File: src/rtl/enc_sched_pkg.sv
// Shared types and defaults for the encoder sample scheduler.
// Holds the FSM state encoding, the timestamp width and the default parameter values.
package enc_sched_pkg;

   localparam int TS_W             = 16;
   localparam int DEF_N_CH         = 4;
   localparam int DEF_CNT_W        = 5;
   localparam int DEF_UPDATE_RATE  = 12;

   typedef enum logic [1:0] {
      IDLE = 2'd0,
      WAIT = 2'd1,
      SNAP = 2'd2,
      SEND = 2'd3
   } sched_state_e;

endpackage

File: src/rtl/enc_period_timer.sv
// Sample-period counter: counts 0..UPDATE_RATE-1 while enabled.
// It emits a registered one-cycle upd_strobe in the cycle where the count is UPDATE_RATE-1.
module enc_period_timer
   import enc_sched_pkg::*;
#(
   parameter int UPDATE_RATE = DEF_UPDATE_RATE
) (
   input  logic clk,
   input  logic rst_n,
   input  logic enable,
   output logic upd_strobe
);

   localparam int            PW   = (UPDATE_RATE > 1) ? $clog2(UPDATE_RATE) : 1;
   localparam logic [PW-1:0] LAST = PW'(UPDATE_RATE - 1);
   localparam logic [PW-1:0] PRE  = PW'(UPDATE_RATE - 2);
   localparam logic [PW-1:0] ONE  = PW'(1);

   logic [PW-1:0] cnt_r;
   logic          strobe_r;

   // Period count and strobe; the strobe is registered one count early so it lines up with LAST.
   always_ff @(posedge clk or negedge rst_n) begin
      if (!rst_n) begin
         cnt_r    <= '0;
         strobe_r <= 1'b0;
      end else if (!enable) begin
         cnt_r    <= '0;
         strobe_r <= 1'b0;
      end else begin
         cnt_r    <= (cnt_r == LAST) ? '0 : cnt_r + ONE;
         strobe_r <= (cnt_r == PRE);
      end
   end

   assign upd_strobe = strobe_r;

endmodule

File: src/rtl/encoder_sample_scheduler.sv
// Snapshots N_CH quadrature counts every sample period and streams them out one record per handshake.
// Optional macro ENC_SCHED_TIMESTAMP_EN adds the m_ts output: a frame timestamp latched at SNAP.
module encoder_sample_scheduler
   import enc_sched_pkg::*;
#(
   parameter  int N_CH        = DEF_N_CH,
   parameter  int CNT_W       = DEF_CNT_W,
   parameter  int UPDATE_RATE = DEF_UPDATE_RATE,
   localparam int CH_W        = (N_CH > 1) ? $clog2(N_CH) : 1
) (
   input  logic                  clk,
   input  logic                  rst_n,
   input  logic                  enable,
   input  logic [N_CH*CNT_W-1:0] cnt_in,
   output logic                  upd_strobe,
   output logic                  m_valid,
   input  logic                  m_ready,
   output logic [CH_W-1:0]       m_ch,
   output logic [CNT_W-1:0]      m_cnt,
   output logic                  overrun,
   input  logic                  clr_overrun
`ifdef ENC_SCHED_TIMESTAMP_EN
   ,
   output logic [TS_W-1:0]       m_ts
`endif
);

   localparam logic [CH_W-1:0] LAST_CH = CH_W'(N_CH - 1);
   localparam logic [CH_W-1:0] ONE_CH  = CH_W'(1);

   sched_state_e            state_r;
   logic [N_CH*CNT_W-1:0]   shadow_r;
   logic [CH_W-1:0]         ch_r;
   logic [CNT_W-1:0]        cnt_r;
   logic                    valid_r;
   logic                    overrun_r;
   logic                    strobe_s;
   logic                    xfer_s;
   logic                    last_s;
   logic                    ovr_set_s;
   logic [CH_W-1:0]         next_ch_s;
   logic [CNT_W-1:0]        next_cnt_s;

   enc_period_timer #(
      .UPDATE_RATE (UPDATE_RATE)
   ) u_timer (
      .clk        (clk),
      .rst_n      (rst_n),
      .enable     (enable),
      .upd_strobe (strobe_s)
   );

   assign xfer_s    = valid_r & m_ready;
   assign last_s    = (ch_r == LAST_CH);
   assign next_ch_s = ch_r + ONE_CH;
   // A frame is only counted as dropped if records are still outstanding after this cycle's transfer.
   assign ovr_set_s = enable & (state_r == SEND) & strobe_s & ~(xfer_s & last_s);

   // Select the shadowed count of the next channel to present.
   always_comb begin
      next_cnt_s = shadow_r[CNT_W-1:0];
      for (int k = 0; k < N_CH; k++) begin
         next_cnt_s = (next_ch_s == CH_W'(k)) ? shadow_r[k*CNT_W +: CNT_W] : next_cnt_s;
      end
   end

   // Schedule FSM, snapshot registers and output record.
   always_ff @(posedge clk or negedge rst_n) begin
      if (!rst_n) begin
         state_r  <= IDLE;
         shadow_r <= '0;
         ch_r     <= '0;
         cnt_r    <= '0;
         valid_r  <= 1'b0;
      end else if (!enable) begin
         state_r  <= IDLE;
         ch_r     <= '0;
         valid_r  <= 1'b0;
      end else begin
         case (state_r)
            IDLE: state_r <= WAIT;
            WAIT: begin
               if (strobe_s) begin
                  state_r <= SNAP;
               end
            end
            SNAP: begin
               state_r  <= SEND;
               shadow_r <= cnt_in;
               ch_r     <= '0;
               cnt_r    <= cnt_in[CNT_W-1:0];
               valid_r  <= 1'b1;
            end
            SEND: begin
               if (strobe_s) begin
                  state_r <= SNAP;
                  valid_r <= 1'b0;
               end else if (xfer_s && last_s) begin
                  state_r <= WAIT;
                  valid_r <= 1'b0;
               end else if (xfer_s) begin
                  ch_r  <= next_ch_s;
                  cnt_r <= next_cnt_s;
               end
            end
            default: begin
               state_r <= IDLE;
               valid_r <= 1'b0;
            end
         endcase
      end
   end

   // Sticky overrun flag; a same-cycle set wins over the clear.
   always_ff @(posedge clk or negedge rst_n) begin
      if (!rst_n) begin
         overrun_r <= 1'b0;
      end else if (ovr_set_s) begin
         overrun_r <= 1'b1;
      end else if (clr_overrun) begin
         overrun_r <= 1'b0;
      end
   end

   assign upd_strobe = strobe_s;
   assign m_valid    = valid_r;
   assign m_ch       = ch_r;
   assign m_cnt      = cnt_r;
   assign overrun    = overrun_r;

`ifdef ENC_SCHED_TIMESTAMP_EN
   logic [TS_W-1:0] ts_r;
   logic [TS_W-1:0] m_ts_r;

   // Free-running cycle counter, latched once per frame at SNAP.
   always_ff @(posedge clk or negedge rst_n) begin
      if (!rst_n) begin
         ts_r   <= '0;
         m_ts_r <= '0;
      end else begin
         ts_r <= ts_r + TS_W'(1);
         if (enable && (state_r == SNAP)) begin
            m_ts_r <= ts_r;
         end
      end
   end

   assign m_ts = m_ts_r;
`else
   // Without the timestamp option no cycle counter is built.
`endif

endmodule

File: config.mk
export PLATFORM = sky130hd
export DESIGN_NAME = encoder_sample_scheduler
export DESIGN_NICKNAME = d
export VERILOG_FILES = /design/src/rtl/enc_sched_pkg.sv /design/src/rtl/enc_period_timer.sv /design/src/rtl/encoder_sample_scheduler.sv
export SDC_FILE = /design/constraint.sdc
export NUM_CORES = 1
export LEC_CHECK = 0
export ABC_AREA = 0
export ABC_CLOCK_PERIOD_IN_PS = 3500
export CAP_MARGIN = 20
export CORE_ASPECT_RATIO = 1.75
export CORE_MARGIN = 2
export CORE_UTILIZATION = 50
export DETAILED_ROUTE_END_ITERATION = 7
export PLACE_DENSITY = 0.78
export RECOVER_POWER = 25
export SYNTH_ARGS = -nofsm -noshare
export SYNTH_HDL_FRONTEND = slang
export SYNTH_SLANG_ARGS = --single-unit
File: constraint.sdc
create_clock -name clk -period 3.5 [get_ports clk]
set_clock_uncertainty 0.05 [all_clocks]
set_input_delay 0.7 -clock clk [delete_from_list [all_inputs] [get_ports clk]]
set_output_delay 0.7 -clock clk [all_outputs]
set_load 0.005 [all_outputs]
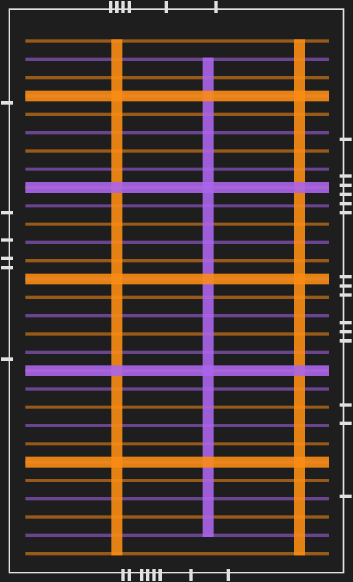
(run_1/pdn.png)
Pins as bars on the die edge.
VSS -> orange
VDD -> purple
rows = 28
signal pins = 35
die width: 49.4 microns
VDD IR max: 262 uV
die height: 83.5 microns
Core ar.: 3430 sq um

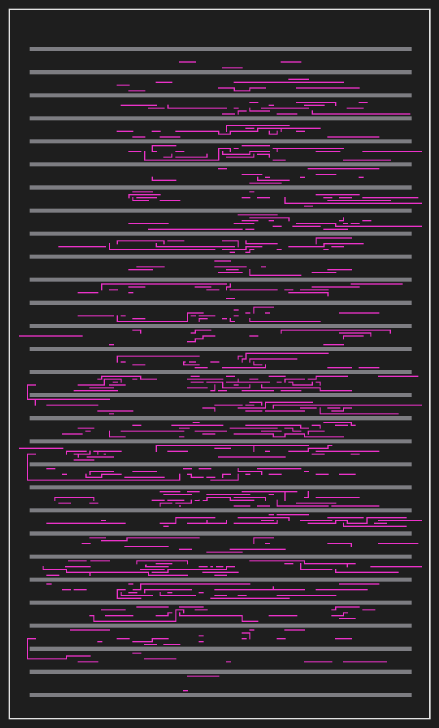
(run_1/met1.png)
Supply wires on this layer in gray.
main direction = horizontal
nets with wire on the layer = 183
share of all routed wire = 40%
wire length on this layer = 1,440 microns
longest straight run = 17.9 microns

==> flow_summary_export.csv, run 1 <==
group,metric,value,unit
finish,fin_area,2250,sq um
drt,num_vias,1215,
finish,lay_top_cells,"36 x dfrtp_1, 33 x clkdlybuf4s50_1, 19 x mux2_4",
drt,dr.first_iter.drc_count,25,
floorplan,tap_cells,45,
drt,met3_length,137,microns
synth,ys_seq_share,49.9,%
clock_network,cts_setup_buffers,0,
drt,firstDrtPassIters,4,
drt,drt-met1-wl,1.44,mm
critical_path,worst-path-buf-inv,1,
finish,final-comb-area,850,sq um
global_route,grt_pass1_wl,6.09,mm
critical_path,reg2reg_depth,5,
clock_network,htree_levels,2,
synth,top_cells_by_area,"dfrtp_1 50%, mux2_4 16%, ha_1 4.2%, mux2i_1 3.3%, nor2b_1 2.8%",
global_route,overflow,0,
pwr,pwr-share-clk,33.2,%
synth,flop_cell,"dfrtp_1",
global_route,gr-usage-met2,33.4,%
floorplan,fp_util,52.6,%
synth,synth_area,1810,sq um
finish,drive_gt1_share,16.5,%
place,postPlaceCellArea,2170,sq um
synth,async_flop_share,100,%
clock_network,cts_buffer_depth,2,
critical_path,cp.depth,4,
synth,ys_warn_count,0,
place,gp_congestion,0.855,
pwr,p_total,825,uW
pwr,p_sw_share,22.4,%
run_status,outcome,"complete, no violations",
global_route,grt_max_degree,37,
worst_hold_path,holdCritPathClass,"flip-flop to flip-flop",
worst_hold_path,whs_path_depth,1,
finish,fillerInstances,278,
sta,worst_pin_slew,0.506,ns
pwr,power_leader,"sequential cells",
synth,ys_area,1810,sq um
global_route,grt.met1_usage,21.9,%
clock_network,cts_tree,"done",
synth,synth_dominant_cell_count,"dfrtp_1",
pwr,p_leak,0.00107,uW
clock_network,clk_pin_slew,0.07,ns
finish,signal_buffers,35,
finish,antenna-diode-count,0,
sta,finalCritPeriodShare,64.0,%
sta,hold_violations,0,
finish,clock_buffers,6,
critical_path,critPathMaxFanout,21,
critical_path,endpoint,"shadow_r[11]",
drt,drcViolationCount,0,
critical_path,cp-start-kind,"input port",
critical_path,crit_path_cell_trace,"clkdlybuf4s50_1, nand2_2, or2_4, mux2_4",
drt,top_layer,"met4",
critical_path,cp-end-kind,"flip-flop",
sta,clock.fmax,446,MHz
critical_path,worstPathRequired,3.62,ns
floorplan,chipArea,4130,sq um
critical_path,worst_ep_arrival_time,2.36,ns
finish,fin_nets,207,
drt,wirelength,3.62,mm
job,cap_violations,0,
sta,layout_setup_ws,1.26,ns
global_route,gr-usage-met3,5.02,%
pwr,p_switching,184,uW
clock_network,postCtsHoldBufs,0,
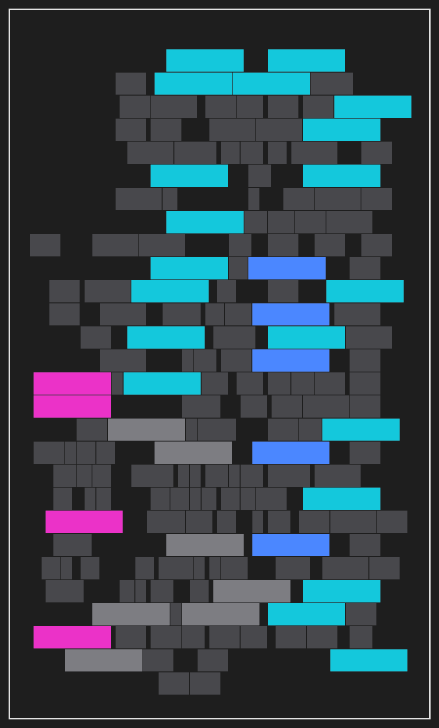
(run_1/registers.png)
Other sequential cells in the stronger gray, the rest of the logic in the fainter gray.
shadow_r -> cyan  # sequential cells 20
m_cnt -> blue  # sequential cells 5
u_timer.cnt_r -> magenta  # sequential cells 4
not colored = 7
sequential share of cell area: 40.1%
sequential cell area: 901 sq um
final cell utilization of the core: 65.5%
P_seq: 459 uW

-- run 1: cell families (layout without fill, tap and decap cells) --
family	count (synthesis)	in the layout	synth area share, %
and+or+nand+nor	37	37	11.9
DFF	36	36	49.9
adders and majority gates	6	6	4.16
buffers and inverters	10	46	3.05
muxes	26	26	19.8
AOI/OAI and AO/OA	25	25	11.2
-- run 1: worst reg2reg max path, stage by stage, from the launching register on --
cell,delay (ns)
dfrtp_1,0.45
inv_1,0.15
ha_1,0.39
mux2i_1,0.17
a2111oi_0,0.52
o32a_1,0.23
-- run 1: flip-flops by register name, indices dropped and copies added, names as in the netlist --
| register | cells |
|---|---|
| shadow_r | 20 |
| m_cnt | 5 |
| overrun | 1 |
| u_timer.cnt_r | 4 |
| state_r | 2 |
| m_ch | 2 |
| m_valid | 1 |
| u_timer.upd_strobe | 1 |
==> run 2, diff against run 1 <==
--- a/config.mk
+++ b/config.mk
@@ -6,13 +6,13 @@
 export NUM_CORES = 1
 export LEC_CHECK = 0
 export ABC_AREA = 0
-export ABC_CLOCK_PERIOD_IN_PS = 3500
+export ABC_CLOCK_PERIOD_IN_PS = 2050
 export CAP_MARGIN = 20
 export CORE_ASPECT_RATIO = 1.75
 export CORE_MARGIN = 2
-export CORE_UTILIZATION = 50
+export CORE_UTILIZATION = 46
 export DETAILED_ROUTE_END_ITERATION = 7
-export PLACE_DENSITY = 0.78
+export PLACE_DENSITY = 0.76
 export RECOVER_POWER = 25
 export SYNTH_ARGS = -nofsm -noshare
 export SYNTH_HDL_FRONTEND = slang
==> constraint.sdc (replaced) <==
create_clock -name clk -period 2.05 [get_ports clk]
set_clock_uncertainty 0.05 [all_clocks]
set_input_delay 0.41 -clock clk [delete_from_list [all_inputs] [get_ports clk]]
set_output_delay 0.41 -clock clk [all_outputs]
set_load 0.005 [all_outputs]
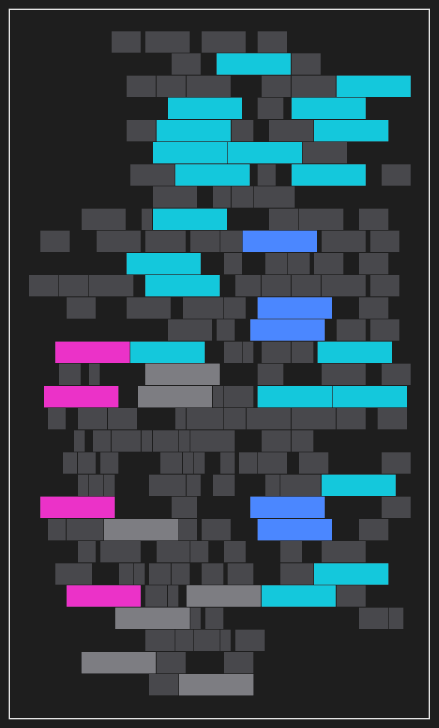
(run_2/registers.png)
Other sequential cells in the stronger gray, the rest of the logic in the fainter gray.
m_cnt -> blue  # sequential cells 5
shadow_r -> cyan  # sequential cells 20
u_timer.cnt_r -> magenta  # sequential cells 4
not colored = 7
sequential share of cell area: 39.5%
final cell utilization of the core: 59.5%
P_seq: 785 uW

==> flow_summary_export.csv, run 2 <==
group,metric,value,unit
drt,drt-met1-wl,1.40,mm
place,postPlaceCellArea,2200,sq um
clock_network,clk_pin_slew,0.07,ns
sta,layout_setup_ws,0.218,ns
drt,wirelength,3.68,mm
pwr,combinationalPower,159,uW
clock_network,clock_latency,0.29,ns
pwr,power_leader,"sequential cells",
synth,async_flop_share,100,%
finish,final_common_cell,"dfrtp_1",
finish,drive_gt1_share,19.0,%
clock_network,cts.sinks,36,
global_route,grt.met1_usage,19.1,%
finish,fin_nets,210,
floorplan,chipArea,4460,sq um
sta,grt_setup_unrepaired,"false",
synth,synth_top_area_share,49.9,%
pwr,p_int,1090,uW
synth,synth_area,1810,sq um
critical_path,crit_path_cell_trace,"inv_1, ha_2, mux2i_1, a2111oi_0, o32a_1",
finish,regArea,901,sq um
worst_hold_path,min-delay-start,"m_cnt[4]",
critical_path,worst_ep_arrival_time,2.01,ns
critical_path,cp_top_family,"AND-OR/OR-AND gates",
synth,ys_warn_count,0,
synth,numSynthFlops,36,
clock_network,cts.repair.resized,0,
critical_path,slowest_stage,"a2111oi_0",
floorplan,fp_util,47.2,%
place,dp_hpwl,2.68,mm
pwr,power_frac_seq,55.5,%
critical_path,rr_startpoint,"m_ch[0]",
global_route,grtUsageTotal,18.0,%
sta,final-max-slew-violation-count,0,
floorplan,die_width,51.4,microns
worst_hold_path,worstHoldEndpoint,"m_cnt[4]",
drt,wl_met2,2.02,mm
floorplan,ios,35,
clock_network,postCtsHoldBufs,0,
critical_path,critPathMaxFanout,6,
global_route,grt_most_used_layer,"met2",
pwr,ir_worst_vdd,453,uV
pwr,p_total,1410,uW
place,dpl.cell_count,220,
floorplan,coreArea,3830,sq um
clock_network,cts_buffer_depth,2,
pwr,clk-power,470,uW
pwr,p_per_area,620,nW/um^2
pwr,pwr-share-comb,11.2,%
critical_path,path_class,"flip-flop to flip-flop",
critical_path,worstPathRequired,2.23,ns
pwr,pwr-share-clk,33.2,%
synth,top_cells_by_area,"dfrtp_1 50%, mux2_4 16%, ha_1 4.2%, mux2i_1 3.3%, nor2b_1 2.8%",
critical_path,endpoint,"m_cnt[4]",
global_route,overflow,0,
worst_hold_path,whs_path_depth,1,
synth,ys_area,1810,sq um
worst_hold_path,holdCritPathClass,"flip-flop to flip-flop",
pwr,p_switching,319,uW
critical_path,slowest_delay,0.50,ns
sta,finalCritPeriodShare,89.4,%
drt,post_drt_wl_per_cell,16.2,microns
critical_path,cp-start-kind,"flip-flop",
critical_path,cp-end-kind,"flip-flop",
sta,clock.fmax,546,MHz
sta,period_minus_slack,1.83,ns
finish,top_register,"shadow_r",
critical_path,r2r_slack,0.22,ns
place,dp_worst_setup_slack,0.120,ns
finish,fin_cells,227,
global_route,grt_pass1_wl,5.86,mm
synth,ys_seq_share,49.9,%
synth,flop_cell,"dfrtp_1",
drt,detail-route-antenna-nets,0,
clock_network,htree_levels,2,
synth,ys_cells,140,
pwr,p_sw_share,22.6,%
synth,yosysTopAreaCell,"dfrtp_1",
clock_network,cts_setup_buffers,0,
place,gp_congestion,0.852,
synth,edf_count,0,
synth,synth_dominant_cell_count,"dfrtp_1",
critical_path,crit_start,"m_ch[0]",
place,port_buffers,34,
critical_path,reg2reg_depth,5,
clock_network,numCtsBuffers,5,
synth,fp_nets,171,
job,cap_violations,0,
global_route,gr-usage-met3,5.67,%
pwr,p_leak,0.00108,uW
synth,synthTopCellsByCount,"36 x dfrtp_1, 19 x mux2_4, 8 x nor2b_1, 7 x nand2_1",
sta,worst_pin_slew,0.885,ns
global_route,grt_max_degree,37,
sta,hold_slack,0.453,ns
critical_path,worst-path-buf-inv,1,
floorplan,die_h,86.9,microns
critical_path,cp.depth,5,
synth,synthCells,140,
finish,lay_top_cells,"36 x dfrtp_1, 33 x clkdlybuf4s50_1, 19 x mux2_4",
sta,hold_violations,0,
synth,syn_avg_cell_area,12.9,sq um
critical_path,r2r_end,"m_cnt[4]",
finish,fillerInstances,329,
drt,drcViolationCount,0,
clock_network,cts_tree,"done",
clock_network,cts-root-buf,"clkbuf_8",
sta,relSlewSlack,41.0,%
run_status,outcome,"complete, no violations",
finish,antenna-diode-count,0,
drt,dr.first_iter.drc_count,29,
finish,largest_reg_flops,20,
finish,syn2layout_area_growth,26.2,%
job,warnings,30,
drt,firstDrtPassIters,4,
drt,top_layer,"met4",
finish,fin_area,2280,sq um
global_route,gr-usage-met2,31.7,%
global_route,grt_pass1_vias,1280,
finish,final-comb-area,857,sq um
drt,num_vias,1225,
drt,met3_length,205,microns
synth,synth.distinct_cells,31,
run 2: cell count changes in the layout (fill, tap and decap cells not counted), sizes merged:
cell,delta
buf,+2
clkbuf,+1
run 2: area by class of cell:
type | count | share of cell area, %
inverters | 4 | 0.659
flip-flops and latches | 36 | 39.5
repair buffers | 38 | 16.1
clock buffers | 6 | 3.19
clock inverters | 1 | 0.220
multi-input cells | 94 | 37.6
well taps | 48 | 2.64
run 2: cells by family after synthesis:
family                   after synthesis  synth area share, %
multiplexers                          26                 19.8
adder cells (fa/ha/maj)                6                 4.16
flip-flops                            36                 49.9
AND-OR/OR-AND                         25                 11.2
AND/OR/NAND/NOR                       37                 11.9
buffers and inverters                 10                 3.05
==> run 3, diff against run 2 <==
--- a/config.mk
+++ b/config.mk
@@ -11,6 +11,7 @@
 export CORE_ASPECT_RATIO = 1.75
 export CORE_MARGIN = 2
 export CORE_UTILIZATION = 46
+export CTS_BUF_LIST = sky130_fd_sc_hd__clkbuf_16
 export DETAILED_ROUTE_END_ITERATION = 7
 export PLACE_DENSITY = 0.76
 export RECOVER_POWER = 25
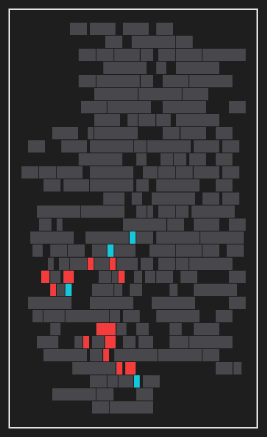
(run_3/gate_families.png)
inverters -> cyan  # cells 4
NAND gates -> red  # cells 12

==> flow_summary_export.csv, run 3 <==
group,metric,value,unit
synth,ys_seq_share,49.9,%
synth,fp_nets,171,
critical_path,worst-path-buf-inv,1,
sta,period_minus_slack,1.91,ns
finish,clk_share,5.74,%
synth,yosysTopAreaCell,"dfrtp_1",
synth,numSynthFlops,36,
sta,worst_pin_slew,0.890,ns
finish,comb_cells,94,
clock_network,clock_latency,0.28,ns
sta,relSlewSlack,40.7,%
synth,flop_cell,"dfrtp_1",
pwr,p_seq,786,uW
finish,clock_buffers,5,
finish,final-comb-area,853,sq um
global_route,grt_max_degree,37,
clock_network,cts.sinks,36,
critical_path,worstPathRequired,2.22,ns
finish,top_register,"shadow_r",
synth,synth.logic.top_family,"multiplexers",
drt,num_vias,1218,
synth,syn_avg_cell_area,12.9,sq um
floorplan,die_width,51.4,microns
finish,top_area_cell_class,"registers",
critical_path,cp_top_family,"AND-OR/OR-AND gates",
run_status,outcome,"complete, no violations",
finish,fin_nets,210,
drt,dr.first_iter.drc_count,35,
drt,wirelength,3.72,mm
critical_path,rr_startpoint,"m_ch[0]",
sta,layout_setup_ws,0.144,ns
finish,drive_gt1_share,17.9,%
clock_network,numCtsBuffers,5,
synth,simple_gate_share,11.9,%
worst_hold_path,holdCritPathClass,"flip-flop to flip-flop",
critical_path,cp-start-kind,"flip-flop",
floorplan,chipArea,4460,sq um
pwr,pwr-share-comb,9.6,%
pwr,clk-power,704,uW
synth,synthCells,140,
sta,clock.fmax,525,MHz
place,gp_congestion,0.852,
synth,ys_cells,140,
floorplan,tap_cells,48,
critical_path,reg2reg_depth,5,
finish,buf_share,15.8,%
synth,synth_adder_area_share,4.16,%
sta,hold_slack,0.451,ns
worst_hold_path,whs_path_depth,1,
finish,antenna-diode-count,0,
finish,n_all_inverters,4,
place,port_buffers,34,
global_route,overflow,0,
clock_network,cts.repair.resized,0,
synth,ys_area,1810,sq um
sta,final-max-slew-violation-count,0,
critical_path,critPathMaxFanout,6,
critical_path,crit_start,"m_ch[0]",
clock_network,postCtsHoldBufs,0,
synth,top_cells_by_area,"dfrtp_1 50%, mux2_4 16%, ha_1 4.2%, mux2i_1 3.3%, nor2b_1 2.8%",
synth,synthAoiAreaFrac,11.2,%
finish,utilization,60.9,%
pwr,combinationalPower,159,uW
pwr,p_leak,0.00111,uW
critical_path,cp-end-kind,"flip-flop",
pwr,ir_worst_vdd,476,uV
finish,seq_share,38.6,%
clock_network,cts_setup_buffers,0,
pwr,p_per_area,707,nW/um^2
global_route,grtUsageTotal,18.1,%
pwr,p_sw_share,21.1,%
pwr,power_leader,"sequential cells",
finish,signal_buffers,38,
finish,fin_cells,227,
critical_path,r2r_end,"m_cnt[1]",
synth,async_flop_share,100,%
floorplan,ios,35,
critical_path,slowest_delay,0.48,ns
worst_hold_path,min-delay-start,"m_cnt[4]",
synth,edf_count,0,
synth,synth.distinct_cells,31,
synth,xor_share,0,%
worst_hold_path,worstHoldEndpoint,"m_cnt[4]",
critical_path,worst_ep_arrival_time,2.07,ns
drt,detail-route-antenna-nets,0,
pwr,p_switching,348,uW
floorplan,coreArea,3830,sq um
clock_network,htree_levels,2,
place,postPlaceCellArea,2200,sq um
place,dpl.cell_count,220,
critical_path,slowest_stage,"a2111oi_0",
critical_path,crit_path_cell_trace,"inv_1, ha_1, mux2i_1, a2111oi_0, o32a_1",
critical_path,path_class,"flip-flop to flip-flop",
synth,synthTopCellsByCount,"36 x dfrtp_1, 19 x mux2_4, 8 x nor2b_1, 7 x nand2_1",
finish,largest_reg_flops,20,
job,cap_violations,0,
## run 3: netlist changes by cell type in the layout (fill, tap and decap cells not counted)
cell,delta
a2111oi_0,-1
a2111oi_1,+1
clkbuf_1,-1
clkbuf_16,+5
clkbuf_8,-5
ha_1,+2
ha_2,-2
inv_1,+1
## run 3: routing by layer
| layer | wire (microns) | up-vias | part of all wire (%) | track usage, % |
|---|---|---|---|---|
| li1 | - | 584 | - | - |
| met1 | 1430 | 596 | 38 | 20.3 |
| met2 | 2040 | 31 | 55 | 31.7 |
| met3 | 188 | 7 | 5.1 | 4.98 |
| met4 | 65 | 0 | 1.7 | 7.18 |
| met5 | 0 | - | 0 | 0 |
Power is estimated from default activity; no workload was simulated.
